### src/rtl/modulador_sched_if.sv
// Producer-side byte stream into the modulator scheduler.
// The producer drives the master modport; the scheduler takes the slave modport.
interface modulador_sched_if;
   logic       in_valid;
   logic [7:0] in_data;
   logic       in_last;
   logic       in_ready;

   modport master (output in_valid, output in_data, output in_last, input in_ready);
   modport slave  (input in_valid, input in_data, input in_last, output in_ready);
endinterface

### src/rtl/modulador_sched.sv
// Byte/frame scheduler for the sinusoidal bit modulator.
// Buffers payload bytes, prepends the preamble, walks bit_sel/sample_idx
// through every byte and inserts a one-bit-time guard gap between frames.
// Optional: define MODULADOR_SCHED_CKSUM_EN to append an XOR checksum byte
// after the last payload byte of every completed frame.
module modulador_sched #(
   parameter int unsigned SAMPLES_PER_BIT = 32,
   parameter int unsigned N_PREAMBLE      = 2,
   parameter logic [7:0]  PREAMBLE_BYTE   = 8'h55,
   parameter int unsigned FIFO_DEPTH      = 4
) (
   input  logic                               clk,
   input  logic                               rst,
   modulador_sched_if.slave                   up,
   output logic [7:0]                         dado,
   output logic [2:0]                         bit_sel,
   output logic [$clog2(SAMPLES_PER_BIT)-1:0] sample_idx,
   output logic                               tx_en,
   output logic                               byte_done,
   output logic                               frame_done,
   output logic                               underrun,
   output logic                               busy
);

   localparam int unsigned SW  = $clog2(SAMPLES_PER_BIT);
   localparam int unsigned PW  = $clog2(FIFO_DEPTH);
   localparam int unsigned PCW = (N_PREAMBLE > 1) ? $clog2(N_PREAMBLE) : 1;
   localparam logic [SW-1:0]  SAMP_MAX  = SW'(SAMPLES_PER_BIT - 1);
   localparam logic [PCW-1:0] PRE_LAST  = PCW'((N_PREAMBLE > 0) ? N_PREAMBLE - 1 : 0);
   localparam logic [PW:0]    FIFO_FULL = (PW+1)'(FIFO_DEPTH);

   typedef enum logic [1:0] {S_IDLE, S_PREAMBLE, S_PAYLOAD, S_GAP} state_t;

   // Payload FIFO: {last, data} entries, count distinguishes full from empty.
   logic [8:0]    mem [FIFO_DEPTH];
   logic [PW-1:0] wr_ptr, rd_ptr;
   logic [PW:0]   count;
   logic          fifo_empty, fifo_full, push, pop;
   logic [8:0]    head;

   assign fifo_empty  = (count == '0);
   assign fifo_full   = (count == FIFO_FULL);
   assign up.in_ready = !fifo_full;  // a pop in the same cycle does not open a slot
   assign push        = up.in_valid && !fifo_full;
   assign head        = mem[rd_ptr];

   // FIFO pointer and occupancy bookkeeping.
   // NOTE: sequential state uses non-blocking assignments so every register samples pre-edge values.
   always_ff @(posedge clk or posedge rst) begin
      if (rst) begin
         wr_ptr <= '0;
         rd_ptr <= '0;
         count  <= '0;
      end else begin
         if (push) wr_ptr <= wr_ptr + 1'b1;
         if (pop)  rd_ptr <= rd_ptr + 1'b1;
         if (push && !pop)      count <= count + 1'b1;
         else if (pop && !push) count <= count - 1'b1;
      end
   end

   // FIFO storage write.
   // NOTE: the storage array is not reset; count and pointers alone decide which entries are valid.
   always_ff @(posedge clk) begin
      if (push) mem[wr_ptr] <= {up.in_last, up.in_data};
   end

   // Sequencer state and its next values.
   state_t         state, state_d;
   logic [7:0]     dado_d;
   logic [2:0]     bit_sel_d;
   logic [SW-1:0]  sample_d, gap_cnt, gap_cnt_d;
   logic [PCW-1:0] pre_cnt, pre_cnt_d;
   logic           cur_last, cur_last_d, tx_en_d;
   logic           byte_done_d, frame_done_d, underrun_d;
   logic           load, finish;
`ifdef MODULADOR_SCHED_CKSUM_EN
   logic [7:0]     cks, cks_d;            // running XOR of popped payload bytes
   logic           cks_sent, cks_sent_d;  // byte on dado is the checksum
`endif

   assign busy = (state != S_IDLE);

   // Next-state, counter and pulse decode for the frame sequencer.
   // NOTE: every variable gets a default at the top of the block, so no path can infer a latch.
   always_comb begin
      state_d      = state;
      dado_d       = dado;
      bit_sel_d    = bit_sel;
      sample_d     = sample_idx;
      pre_cnt_d    = pre_cnt;
      gap_cnt_d    = gap_cnt;
      cur_last_d   = cur_last;
      tx_en_d      = tx_en;
      byte_done_d  = 1'b0;
      frame_done_d = 1'b0;
      underrun_d   = 1'b0;
      pop          = 1'b0;
      load         = 1'b0;
      finish       = 1'b0;
`ifdef MODULADOR_SCHED_CKSUM_EN
      cks_d        = cks;
      cks_sent_d   = cks_sent;
`endif
      case (state)
         S_IDLE: begin
            if (!fifo_empty) begin
               tx_en_d   = 1'b1;
               bit_sel_d = '0;
               sample_d  = '0;
               pre_cnt_d = '0;
`ifdef MODULADOR_SCHED_CKSUM_EN
               cks_d      = '0;
               cks_sent_d = 1'b0;
`endif
               if (N_PREAMBLE == 0) begin
                  state_d = S_PAYLOAD;
                  load    = 1'b1;
               end else begin
                  state_d = S_PREAMBLE;
                  dado_d  = PREAMBLE_BYTE;
               end
            end
         end
         S_PREAMBLE, S_PAYLOAD: begin
            sample_d = sample_idx + 1'b1;
            if (sample_idx == SAMP_MAX) bit_sel_d = bit_sel + 1'b1;
            if (bit_sel == 3'd7 && sample_idx == SAMP_MAX) begin
               byte_done_d = 1'b1;
               if (state == S_PREAMBLE) begin
                  pre_cnt_d = pre_cnt + 1'b1;
                  // Entries leave only through this block, so the head is valid here.
                  if (pre_cnt == PRE_LAST) begin
                     state_d = S_PAYLOAD;
                     load    = 1'b1;
                  end
               end
`ifdef MODULADOR_SCHED_CKSUM_EN
               else if (cks_sent) finish = 1'b1;
               else if (cur_last) begin
                  dado_d     = cks;
                  cks_sent_d = 1'b1;
               end
`else
               else if (cur_last) finish = 1'b1;
`endif
               else if (!fifo_empty) load = 1'b1;
               else begin
                  finish     = 1'b1;
                  underrun_d = 1'b1;
               end
            end
         end
         S_GAP: begin
            gap_cnt_d = gap_cnt + 1'b1;
            if (gap_cnt == SAMP_MAX) state_d = S_IDLE;
         end
         default: state_d = S_IDLE;
      endcase

      if (load) begin
         pop        = 1'b1;
         dado_d     = head[7:0];
         cur_last_d = head[8];
`ifdef MODULADOR_SCHED_CKSUM_EN
         cks_d      = cks_d ^ head[7:0];
`endif
      end
      if (finish) begin
         state_d      = S_GAP;
         tx_en_d      = 1'b0;
         dado_d       = '0;
         bit_sel_d    = '0;
         sample_d     = '0;
         gap_cnt_d    = '0;
         frame_done_d = 1'b1;
      end
   end

   // Sequencer registers; reset aborts any frame without pulses.
   always_ff @(posedge clk or posedge rst) begin
      if (rst) begin
         state      <= S_IDLE;
         dado       <= '0;
         bit_sel    <= '0;
         sample_idx <= '0;
         pre_cnt    <= '0;
         gap_cnt    <= '0;
         cur_last   <= 1'b0;
         tx_en      <= 1'b0;
         byte_done  <= 1'b0;
         frame_done <= 1'b0;
         underrun   <= 1'b0;
`ifdef MODULADOR_SCHED_CKSUM_EN
         cks        <= '0;
         cks_sent   <= 1'b0;
`endif
      end else begin
         state      <= state_d;
         dado       <= dado_d;
         bit_sel    <= bit_sel_d;
         sample_idx <= sample_d;
         pre_cnt    <= pre_cnt_d;
         gap_cnt    <= gap_cnt_d;
         cur_last   <= cur_last_d;
         tx_en      <= tx_en_d;
         byte_done  <= byte_done_d;
         frame_done <= frame_done_d;
         underrun   <= underrun_d;
`ifdef MODULADOR_SCHED_CKSUM_EN
         cks        <= cks_d;
         cks_sent   <= cks_sent_d;
`endif
      end
   end

endmodule
### src/flat_wrapper.sv
// flat-port wrapper written by rule: the top's interface ports become plain ports
module modulador_sched_flat 
#(
   parameter int unsigned SAMPLES_PER_BIT = 32,
   parameter int unsigned N_PREAMBLE      = 2,
   parameter logic [7:0]  PREAMBLE_BYTE   = 8'h55,
   parameter int unsigned FIFO_DEPTH      = 4
)
  (clk, rst, dado, bit_sel, sample_idx, tx_en, byte_done, frame_done, underrun, busy, up_in_valid, up_in_data, up_in_last, up_in_ready);
  modulador_sched_if up_i ();
  input  logic clk;
  input  logic rst;
  output logic [7:0] dado;
  output logic [2:0] bit_sel;
  output logic [$clog2(SAMPLES_PER_BIT)-1:0] sample_idx;
  output logic tx_en;
  output logic byte_done;
  output logic frame_done;
  output logic underrun;
  output logic busy;
  input wire logic [$bits(up_i.in_valid)-1:0] up_in_valid;
  input wire logic [$bits(up_i.in_data)-1:0] up_in_data;
  input wire logic [$bits(up_i.in_last)-1:0] up_in_last;
  output wire logic [$bits(up_i.in_ready)-1:0] up_in_ready;
  assign up_i.in_valid = up_in_valid;
  assign up_i.in_data = up_in_data;
  assign up_i.in_last = up_in_last;
  assign up_in_ready = up_i.in_ready;
  modulador_sched #(.SAMPLES_PER_BIT(SAMPLES_PER_BIT), .N_PREAMBLE(N_PREAMBLE), .PREAMBLE_BYTE(PREAMBLE_BYTE), .FIFO_DEPTH(FIFO_DEPTH)) u_core (.clk(clk), .rst(rst), .up(up_i), .dado(dado), .bit_sel(bit_sel), .sample_idx(sample_idx), .tx_en(tx_en), .byte_done(byte_done), .frame_done(frame_done), .underrun(underrun), .busy(busy));
endmodule
### config.mk
export PLATFORM = sky130hd
export DESIGN_NAME = modulador_sched_flat
export DESIGN_NICKNAME = d
export VERILOG_FILES = /design/src/rtl/modulador_sched_if.sv /design/src/rtl/modulador_sched.sv /design/src/flat_wrapper.sv
export SDC_FILE = /design/constraint.sdc
export NUM_CORES = 1
export LEC_CHECK = 0
export ABC_AREA = 1
export CAP_MARGIN = 20
export CORE_AREA = 5 5 98 100
export CTS_BUF_LIST = sky130_fd_sc_hd__clkbuf_8
export CTS_CLUSTER_SIZE = 10
export DETAILED_ROUTE_END_ITERATION = 8
export DIE_AREA = 0 0 103 105
export DONT_BUFFER_PORTS = 1
export GPL_ROUTABILITY_DRIVEN = 0
export HOLD_SLACK_MARGIN = 0.02
export PLACE_DENSITY_LB_ADDON = 0.08
export SETUP_SLACK_MARGIN = 0.4
export SYNTH_ARGS = -nofsm -noshare
export SYNTH_HDL_FRONTEND = slang
export SYNTH_SLANG_ARGS = --single-unit
### constraint.sdc
create_clock -name clk -period 4.9 [get_ports clk]
set_input_delay 1.225 -clock clk [delete_from_list [all_inputs] [get_ports clk]]
set_output_delay 1.225 -clock clk [all_outputs]
set_load 0.01 [all_outputs]
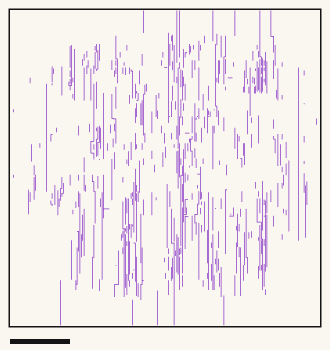
Fig. 1. Signal wires on met2 (run 1).
Bar = 20 um.
main direction = vertical
wire length on this layer = 2720 um

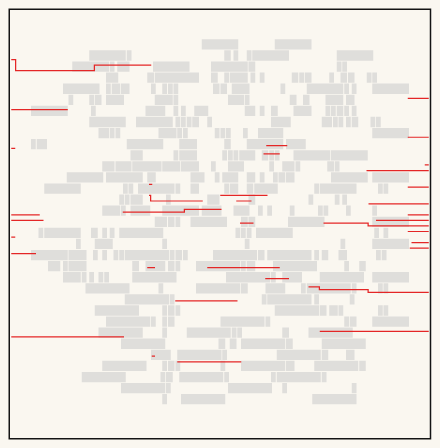
Fig. 2. Met3 routing (run 1).
Cells faint in the background.
nets with wire on the layer = 27
main direction = horizontal
share of all routed wire = 5.9%
met3 Use GR: 4.20%
routed vias: 2067

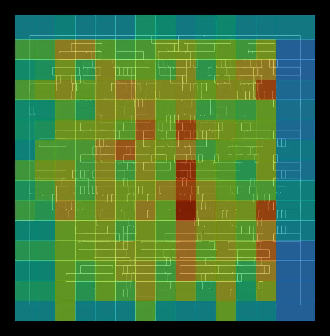
Fig. 3. Routing congestion (run 1).
GRT Resource Usage Total: 13.1%
Routed wire per std cell: 14.6 um

==> notes.md, run 1 <==
flow finished, numbers: min-delay worst type reg2reg, top cells by count, synth nand2_1 (82), dfrtp_1 (36), edfxtp_1 (36), Net Sw Frac between 20% and 30%, global routing met1 resource utilization a little under a fifth, CP max-delay cell dfrtp_1, simple share 21.1%, Leak between 0.0015 and 0.002 uW, sw power 373 uW, TritonCTS buffer count 9, CLK BUF 9, CP endpoint kind flip-flop, Comb pwr share 12.8%, share of layout cells above drive strength 1 around a tenth, outcome complete, no violations, Achievable Freq roughly 370 MHz, Row Count 34, post-cts sizing count 0, cell kind with the greatest summed area registers, vias in the first global route 2105, first-pass GRT wire length 10900 um, Clock Power 456 uW, Clock Sinks just over 70, Yosys top cell by area edfxtp_1, Repair and plain buffers 1, crit path to u_core.count[1]$_DFFE_PP0P_, Final Worst Setup Slack 2.21 ns, Storage cell area 1980 um2, RSZ-0062 raised after global routing false, Slowest Stage Delay on Critical Path roughly 0.5 ns, Seq pwr share a little over half, Syn-to-layout area delta 8.42%, R2R Setup Slk 2.21 ns, Worst path depth 11, Final Hold Fails 0, Post-Place Cell Area 3400 um2, Post-Synth Adder-Cell Area 6.65%, Final Core Density 41.8%, worst slew pin tran 0.898 ns, total core area 8590 um2, final worst path period share a little over half, seq pwr roughly 750 uW, Finished Cell Area between 3000 and 4000 um2, initial antenna violation count 0, DRT iter0 DRCs roughly 76, Post-route DRC 0, Post-synth area hogs edfxtp_1 (33%), dfrtp_1 (27%), nand2_1 (9.3%), setup TNS 0 ns, clk_lat worst skew 0.34 ns, most numerous logic cells after layout nand2_1 (82), dfrtp_1 (36), edfxtp_1 (36), VDD IR-drop max 0.000164 V, Final Instance Count excl. Fillers around 440, Req. time, crit path 5.12 ns, Setup CP Type reg2reg, combinational gate count 210, Clock Pin Slew Worst Setup and Hold Paths 0.08 ns, largest net degree at the start of global routing 37, clock network area share 5.26%, Mean Syn Cell Area 10.4 um2, Comb. pwr 177 uW, Post-Syn Nets about 350, fp util 38.6%, Startpoint Class flip-flop, Post-Route WL 6370 um, yosys cell count 320, CP dominant cell by count ha_1, Ports 34, Regs by FF count u_core.mem x36, u_core.dado x8
Fig. 4: run 1, M1 wires
Bar = 20 um. Supply wires on this layer in gray.
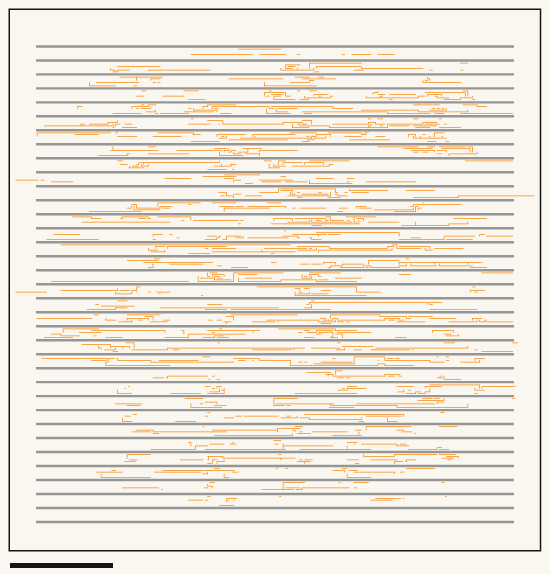

==> run 2, diff against run 1 <==
- clock period: 4.9 -> 2.2 ns (I/O delays scaled with it)
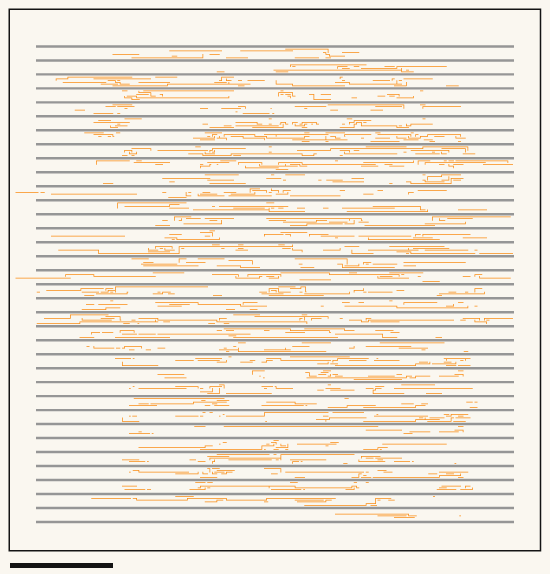
Fig. 5. M1 wires (run 2).
Bar = 20 um. Supply wires on this layer in gray.
wire length on this layer = 3270 um
longest straight run = 29.9 um
main direction = horizontal
share of all routed wire = 48%
nets with wire on the layer = 357
routed vias: 2206
global routing met1 resource utilization: 19.2%
Post-Route WL: 6870 um

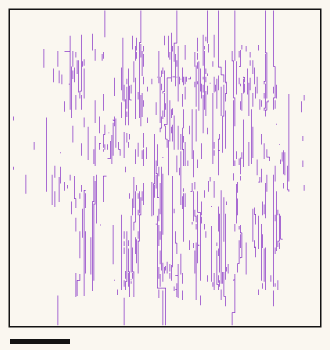
Fig. 6. Signal wires on met2 (run 2).
Bar = 20 um.
nets with wire on the layer = 284
share of all routed wire = 45%

==> run 2 against run 1 <==
  * The flow now finishes with violations (setup timing)
  * Synthesized cell count is the same
  * Via count grew 6.7%
  * Clock power grew 130%
  * Design area grew 13%
  * Clock-buffer cell count is the same
  * Hold slack lost 0.32 ns
  * First-iteration DRC count shrank 3.9%
  * Die size is the same
  * Critical path depth is the same
  * Sequential power grew 120%
  * Area after synthesis is the same
  * Sequential share of layout area shrank 6.3 points
  * Critical path type unchanged
  * Critical endpoint unchanged
  * Largest power group unchanged
  * Highest routed layer unchanged
==> notes.md, run 2 <==
flow finished, numbers: outcome finished with violations (was complete, no violations), failing checks setup timing, total core area 8590 um2 (unchanged), Post-Syn Nets 349 (unchanged), worst slack at placement -0.0314 ns (was 2.22 ns), Yosys top cell by area edfxtp_1 (unchanged), CP max-delay cell dfrtp_1 (unchanged), number of synthesized register bits 72 (unchanged), TritonCTS buffer count 9 (unchanged), largest net degree at the start of global routing 37 (unchanged), uppermost layer routed met4 (unchanged), max-slew violation count 0 (unchanged), H-tree levels 3 (unchanged), chip area 10800 um2 (unchanged), Routed wire per std cell 14.8 um (was 14.6 um), Seq pwr share 52.5% (was 54.3%), Regs by FF count u_core.mem x36, u_core.dado x8 (unchanged), vias in the first global route 2184 (was 2105), GR Util met2 18.5% (was 17.7%), Ports 34 (unchanged), first-pass GRT wire length 11100 um (was 10900 um), Mean Syn Cell Area 10.4 um2 (unchanged), Finished Cell Area 4060 um2 (was 3590 um2), Slowest Stage Delay on Critical Path 0.41 ns (was 0.49 ns), initial antenna violation count 0 (unchanged), fin nets 381 (was 354), CP top delay family adder cells (unchanged), Syn-to-layout area delta 22.4% (was 8.42%), Req. time, crit path 2.43 ns (was 5.12 ns), CP dominant cell by count ha_4 (was ha_1), Post-Synthesis Cells 320 (unchanged), Startpoint Class flip-flop (unchanged), Post-Place Cell Area 3530 um2 (was 3400 um2), crit path to u_core.count[1]$_DFFE_PP0P_ (unchanged), CTS root buffer clkbuf_8 (unchanged), simple share 21.1% (unchanged), Final ANT Viol Nets 0 (unchanged), Row Count 34 (unchanged), Clock Power 1040 uW (was 456 uW), total of warnings raised by yosys 0 (unchanged), RSZ-0062 raised after global routing true (was false), CTS Hold Bufs 0 (unchanged), CTS tree built (unchanged), Port Buffer Count 0 (unchanged), Synth mux share 0.340% (unchanged), fp util 38.6% (unchanged), Post-route DRC 0 (unchanged), max FFs per register 36 (unchanged), post-cts sizing count 11 (was 0), Buf+Inv Stages, Crit Path 1 (unchanged), Internal Pwr Total 2310 uW (was 1010 uW), Final setup viols 1 (was 0), Repair and plain buffers 27 (was 1), Clock Sinks 72 (unchanged), Storage cell area 1980 um2 (about the same), Rel. slew slack 60.1% (was 39.9%), Power, Total 3210 uW (was 1390 uW), Final Instance Count excl. Fillers 465 (was 438), seq pwr 1690 uW (was 752 uW), synthesized area 3310 um2 (unchanged), CP endpoint kind flip-flop (unchanged), Worst path depth 11 (unchanged), Vias per Instance 4.74 (was 4.72), worst slew pin tran 0.598 ns (was 0.898 ns), ys async rst share 50.0% (unchanged), Critical Path, Cell by Cell ha_4 > nand2_4 > nor2_4 > ha_4 > nand3_4 > a21oi_4 > nand2_4 > ha_4 > inv_4 > fa_1 > mux2_4 (was ha_1 > nand2_1 > nor2_1 > ha_1 > nand3_4 > a21oi_4 > nand2_4 > ha_1 > inv_1 > fa_1 > mux2_2), Post-synth area hogs edfxtp_1 (33%), dfrtp_1 (27%), nand2_1 (9.3%) (unchanged), yosys cell count 320 (unchanged), Comb pwr share 15.1% (was 12.8%), Overflow after GRT 0 (unchanged), Clock Pin Slew Worst Setup and Hold Paths 0.08 ns (about the same), pwr dens 792 nW/um2 (was 386 nW/um2), final worst path period share 100% (was 55.0%), fillcell total 822 (was 842), Cells after DPL 436 (was 422), crit-path max FO 2 (was 6), R2R Setup Slk -0.006 ns (was 2.21 ns), die height 105 um (unchanged), Final Hold Fails 0 (unchanged), Comb. pwr 485 uW (was 177 uW), share of layout cells above drive strength 1 28.6% (was 9.70%), Critical path origin u_core.sample_idx[1]$_DFFE_PP0P_ (was u_core.sample_idx[0]$_DFFE_PP0P_), layer with the highest usage met1 (unchanged), VDD IR-drop max 0.000368 V (was 0.000164 V), met3 Use GR 4.26% (was 4.20%), number of non-clock inverters in the layout 31 (unchanged), CLK BUF 9 (unchanged), Worst Path Arrival 2.43 ns (was 2.91 ns), most numerous logic cell after layout nand2_1 (unchanged), RR Endpoint u_core.count[1]$_DFFE_PP0P_ (unchanged), tap cell count 108 (unchanged), setup TNS -0.00611 ns (was 0 ns), top cells by count, synth nand2_1 (82), dfrtp_1 (36), edfxtp_1 (36) (unchanged), Leak 0.00175 uW (was 0.00161 uW), Tool Warnings 36 (was 33), max_cap viols 0 (unchanged), CTS Buffer Depth 2 (unchanged), Net Sw Frac 28.2% (was 26.9%), RR Startpoint u_core.sample_idx[1]$_DFFE_PP0P_ (was u_core.sample_idx[0]$_DFFE_PP0P_), combinational gate count 211 (was 210), clock network area share 4.78% (was 5.26%), leading power group sequential cells (unchanged), Achievable Freq 453 MHz (was 371 MHz), clk_lat worst skew 0.35 ns (was 0.34 ns), Post-CTS Setup Repair Bufs 7 (was 0), met3 WL 407 um (was 379 um), Non-clock buffers, area share 5.74% (was 0.209%), GRT Resource Usage Total 13.5% (was 13.1%), Post-Synth Adder-Cell Area 6.65% (unchanged), sw power 907 uW (was 373 uW), Chip Area, Yosys 3310 um2 (unchanged), Dominant comb cell simple AND/OR/NAND/NOR gates (unchanged), logic area 1380 um2 (was 1160 um2), min-delay worst type in2async (was reg2reg), flop count 72 (unchanged), worst clock skew 0.0117 ns (was 0.0175 ns), cell kind with the greatest summed area registers (unchanged), Final Worst Setup Slack -0.00611 ns (was 2.21 ns), Final Core Density 47.2% (was 41.8%), most numerous logic cells after layout nand2_1 (68), edfxtp_1 (36), dfrtp_1 (34) (was nand2_1 (82), dfrtp_1 (36), edfxtp_1 (36)), Setup CP Type reg2reg (unchanged), DRT iter0 DRCs 73 (was 76), Synth top area share 32.6% (unchanged), DIE WIDTH 103 um (unchanged)
Power and IR drop assume default switching activity.
